$ cat src/rtl/booth_mult8_issue_pkg.sv
// rtl/booth_mult8_issue_pkg.sv - shared FSM states, entry width and log2 helper for the booth issue adapter
package booth_mult8_issue_pkg;

  typedef enum logic [1:0] {
    ST_IDLE  = 2'd0,
    ST_ISSUE = 2'd1,
    ST_WAIT  = 2'd2
  } state_e;

  function automatic int log2_f(input int n);
    int r;
    r = 0;
    while ((1 << r) < n) r++;
    return r;
  endfunction

  // One queued request holds {tag, sign_mode, b, a}.
  function automatic int req_entry_w(input int width, input int tag_w);
    return 2 * width + 2 + tag_w;
  endfunction

endpackage

$ cat src/rtl/booth_req_fifo.sv
// rtl/booth_req_fifo.sv - request FIFO with async active-low reset and full/empty/count status
module booth_req_fifo
  import booth_mult8_issue_pkg::*;
#(
  parameter int DW    = 22,
  parameter int DEPTH = 4
) (
  input  logic                     clk,
  input  logic                     rst_n,
  input  logic                     push_i,
  input  logic [DW-1:0]            data_i,
  input  logic                     pop_i,
  output logic [DW-1:0]            data_o,
  output logic                     full_o,
  output logic                     empty_o,
  output logic [log2_f(DEPTH):0]   count_o
);

  localparam int AW = log2_f(DEPTH);
  localparam logic [AW:0] FULL_CNT = (AW + 1)'(DEPTH);

  logic [DW-1:0] mem_q [DEPTH];
  logic [AW-1:0] wr_ptr_q, wr_ptr_d;
  logic [AW-1:0] rd_ptr_q, rd_ptr_d;
  logic [AW:0]   count_q, count_d;
  logic          do_push, do_pop;

  assign full_o  = (count_q == FULL_CNT);
  assign empty_o = (count_q == '0);
  assign count_o = count_q;
  assign data_o  = mem_q[rd_ptr_q];

  // A push is refused while full even if a pop frees a slot this same edge.
  assign do_push = push_i && !full_o;
  assign do_pop  = pop_i && !empty_o;

  always_comb begin
    wr_ptr_d = wr_ptr_q;
    rd_ptr_d = rd_ptr_q;
    count_d  = count_q;
    if (do_push) wr_ptr_d = wr_ptr_q + 1'b1;
    if (do_pop)  rd_ptr_d = rd_ptr_q + 1'b1;
    case ({do_push, do_pop})
      2'b10:   count_d = count_q + 1'b1;
      2'b01:   count_d = count_q - 1'b1;
      default: count_d = count_q;
    endcase
  end

  always_ff @(posedge clk or negedge rst_n) begin
    if (!rst_n) begin
      wr_ptr_q <= '0;
      rd_ptr_q <= '0;
      count_q  <= '0;
    end else begin
      wr_ptr_q <= wr_ptr_d;
      rd_ptr_q <= rd_ptr_d;
      count_q  <= count_d;
    end
  end

  always_ff @(posedge clk) begin
    if (do_push) mem_q[wr_ptr_q] <= data_i;
  end

endmodule

$ cat src/rtl/booth_mult8_issue.sv
// rtl/booth_mult8_issue.sv - valid/ready request/response adapter driving booth_mult8_core one job at a time
// Optional zero-operand bypass enabled by defining BOOTH_ZERO_BYPASS_EN.
module booth_mult8_issue
  import booth_mult8_issue_pkg::*;
#(
  parameter int WIDTH = 8,
  parameter int DEPTH = 4,
  parameter int TAG_W = 4
) (
  input  logic                 clk,
  input  logic                 rst_n,
  input  logic                 in_valid,
  output logic                 in_ready,
  input  logic [WIDTH-1:0]     in_a,
  input  logic [WIDTH-1:0]     in_b,
  input  logic [1:0]           in_sign_mode,
  input  logic [TAG_W-1:0]     in_tag,
  output logic                 core_start,
  output logic [WIDTH-1:0]     core_multiplicand,
  output logic [WIDTH-1:0]     core_multiplier,
  output logic [1:0]           core_sign_mode,
  input  logic [2*WIDTH-1:0]   core_product,
  input  logic                 core_done,
  output logic                 out_valid,
  input  logic                 out_ready,
  output logic [2*WIDTH-1:0]   out_product,
  output logic [TAG_W-1:0]     out_tag,
  output logic                 busy
);

  localparam int EW = req_entry_w(WIDTH, TAG_W);
  localparam int AW = log2_f(DEPTH);

  logic [EW-1:0]      push_data, head;
  logic               fifo_full, fifo_empty;
  logic [AW:0]        fifo_count;
  logic [WIDTH-1:0]   head_a, head_b;
  logic [1:0]         head_mode;
  logic [TAG_W-1:0]   head_tag;
  logic               head_zero, load_ok;

  state_e             state_q, state_d;
  logic               fifo_pop, issue_load, bypass_load, capture_core, start_c;

  logic [WIDTH-1:0]   a_q, a_d, b_q, b_d;
  logic [1:0]         mode_q, mode_d;
  logic [TAG_W-1:0]   tag_q, tag_d;
  logic               out_valid_q, out_valid_d;
  logic [2*WIDTH-1:0] out_product_q, out_product_d;
  logic [TAG_W-1:0]   out_tag_q, out_tag_d;

  assign push_data = {in_tag, in_sign_mode, in_b, in_a};
  assign head_a    = head[WIDTH-1:0];
  assign head_b    = head[2*WIDTH-1:WIDTH];
  assign head_mode = head[2*WIDTH+1:2*WIDTH];
  assign head_tag  = head[EW-1:2*WIDTH+2];

  booth_req_fifo #(
    .DW    (EW),
    .DEPTH (DEPTH)
  ) u_fifo (
    .clk     (clk),
    .rst_n   (rst_n),
    .push_i  (in_valid && in_ready),
    .data_i  (push_data),
    .pop_i   (fifo_pop),
    .data_o  (head),
    .full_o  (fifo_full),
    .empty_o (fifo_empty),
    .count_o (fifo_count)
  );

  assign in_ready = !fifo_full;

`ifdef BOOTH_ZERO_BYPASS_EN
  assign head_zero = (head_a == '0) || (head_b == '0);
`else
  assign head_zero = 1'b0;
`endif

  // A new job may only start once the output register is free or being drained this edge.
  assign load_ok = !fifo_empty && (!out_valid_q || out_ready);

  always_ff @(posedge clk or negedge rst_n) begin
    if (!rst_n) state_q <= ST_IDLE;
    else        state_q <= state_d;
  end

  always_comb begin
    state_d = state_q;
    case (state_q)
      ST_IDLE:  if (load_ok && !head_zero) state_d = ST_ISSUE;
      ST_ISSUE: state_d = ST_WAIT;
      ST_WAIT:  if (core_done) state_d = ST_IDLE;
      default:  state_d = ST_IDLE;
    endcase
  end

  always_comb begin
    fifo_pop     = (state_q == ST_IDLE) && load_ok;
    issue_load   = fifo_pop && !head_zero;
    bypass_load  = fifo_pop && head_zero;
    capture_core = (state_q == ST_WAIT) && core_done;
    start_c      = (state_q == ST_ISSUE);
  end

  always_comb begin
    a_d           = a_q;
    b_d           = b_q;
    mode_d        = mode_q;
    tag_d         = tag_q;
    out_valid_d   = out_valid_q;
    out_product_d = out_product_q;
    out_tag_d     = out_tag_q;
    if (issue_load) begin
      a_d    = head_a;
      b_d    = head_b;
      mode_d = head_mode;
      tag_d  = head_tag;
    end
    if (capture_core) begin
      out_valid_d   = 1'b1;
      out_product_d = core_product;
      out_tag_d     = tag_q;
    end else if (bypass_load) begin
      out_valid_d   = 1'b1;
      out_product_d = '0;
      out_tag_d     = head_tag;
    end else if (out_ready) begin
      out_valid_d   = 1'b0;
    end
  end

  always_ff @(posedge clk or negedge rst_n) begin
    if (!rst_n) begin
      a_q           <= '0;
      b_q           <= '0;
      mode_q        <= '0;
      tag_q         <= '0;
      out_valid_q   <= 1'b0;
      out_product_q <= '0;
      out_tag_q     <= '0;
    end else begin
      a_q           <= a_d;
      b_q           <= b_d;
      mode_q        <= mode_d;
      tag_q         <= tag_d;
      out_valid_q   <= out_valid_d;
      out_product_q <= out_product_d;
      out_tag_q     <= out_tag_d;
    end
  end

  assign core_start        = start_c;
  assign core_multiplicand = a_q;
  assign core_multiplier   = b_q;
  assign core_sign_mode    = mode_q;
  assign out_valid         = out_valid_q;
  assign out_product       = out_product_q;
  assign out_tag           = out_tag_q;
  assign busy              = (fifo_count != '0) || (state_q != ST_IDLE);

endmodule

$ cat config.mk
export PLATFORM = sky130hd
export DESIGN_NAME = booth_mult8_issue
export DESIGN_NICKNAME = d
export VERILOG_FILES = /design/src/rtl/booth_mult8_issue_pkg.sv /design/src/rtl/booth_req_fifo.sv /design/src/rtl/booth_mult8_issue.sv
export SDC_FILE = /design/constraint.sdc
export NUM_CORES = 1
export LEC_CHECK = 0
export CAP_MARGIN = 0
export CORE_UTILIZATION = 57
export DETAILED_ROUTE_END_ITERATION = 10
export GPL_TIMING_DRIVEN = 0
export PLACE_DENSITY_LB_ADDON = 0.25
export SLEW_MARGIN = 20
export SYNTH_ARGS = -nofsm -noshare
export SYNTH_HDL_FRONTEND = slang
export SYNTH_SLANG_ARGS = --single-unit
$ cat constraint.sdc
create_clock -name clk -period 3.9 [get_ports clk]
set_input_delay 0.585 -clock clk [delete_from_list [all_inputs] [get_ports clk]]
set_output_delay 0.585 -clock clk [all_outputs]
set_load 0.1 [all_outputs]
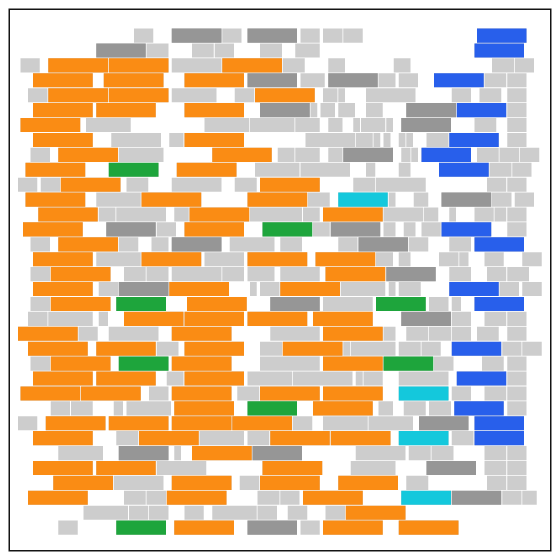
Figure 1: sequential cells coloured by netlist name.
Other sequential cells in the stronger grey, the rest of the logic in the fainter grey.
Key: out_product = blue [sequential cells 16]; core_multiplicand = green [sequential cells 8]; tag_q = cyan [sequential cells 4]; u_fifo.mem_q = orange [sequential cells 88]
Another 24 sequential cells are not coloured.

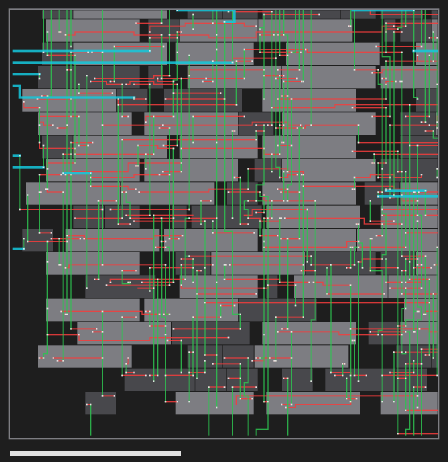
Figure 2: zoomed window.
The bar under the picture is 20 um long. Window x 0 to 50, y 0 to 50 um. Cells in grey, sequential cells in the stronger grey; small squares are vias.
Key: met3 = cyan; met2 = green; met1 = red
Netlist names of flops here include u_fifo.mem_q (35), core_multiplicand (4), core_multiplier (2). Most frequent: edfxtp_1 (35), clkdlybuf4s50_1 (16). 82 logic cells have their middle in the window. Sequential cells in the window: 43.

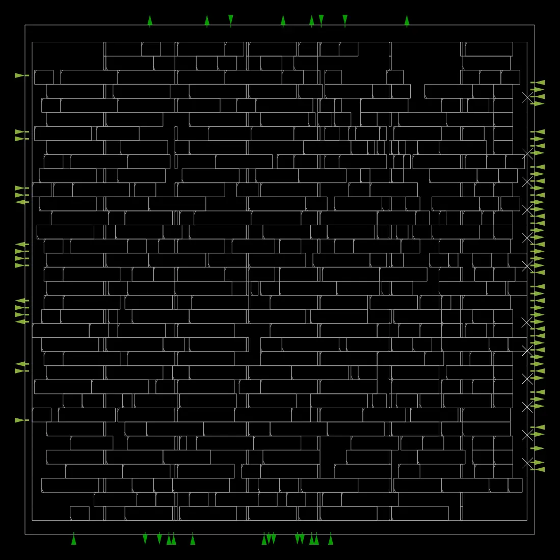
Figure 3: cell outlines without signal wires.
registers: 140
Well Taps: 108
layout filler cell count: 512
Rows: 34
Final Util: 0.774

==> reports/qor.yml <==
outcome: "finished with violations"
failed_checks: "DRC"
path_class: "reg2out"
critPathMaxStageDelay_ps: 970
synth_seq_share: 0.743
drc_errors: 12
drt_iter0_drc: 133
period_minus_slack_ps: 3070
synthXorXnorAreaFrac: 0.00990
n_all_inverters: 8
post_cts_buffers: 0
avgRoutedWirePerCell_um: 19.9
stdcell_count: 478
core_mm2: 0.00885
ys_ff: 140
cp_data_arrival_time_ps: 2490
grtUsageMet1: 0.277
enable_flop_cells: 88
synth_nets: 303
worst_r2r_path_depth: 10
yosysChipArea_mm2: 0.00531
antenna_found_initial: 0
clk_share: 0.0822
grt_util_all_layers: 0.221
ys_sh_adder: 0.0156
worst_slew_pin_slew_ps: 1020
antenna_left: 0
route.met3.wl_um: 529
cts_tree: "done"
tns_ps: 0
gp_congestion: 0.683
hold_ws_ps: 102
sh_seq_area: 0.576
portBuffers: 84
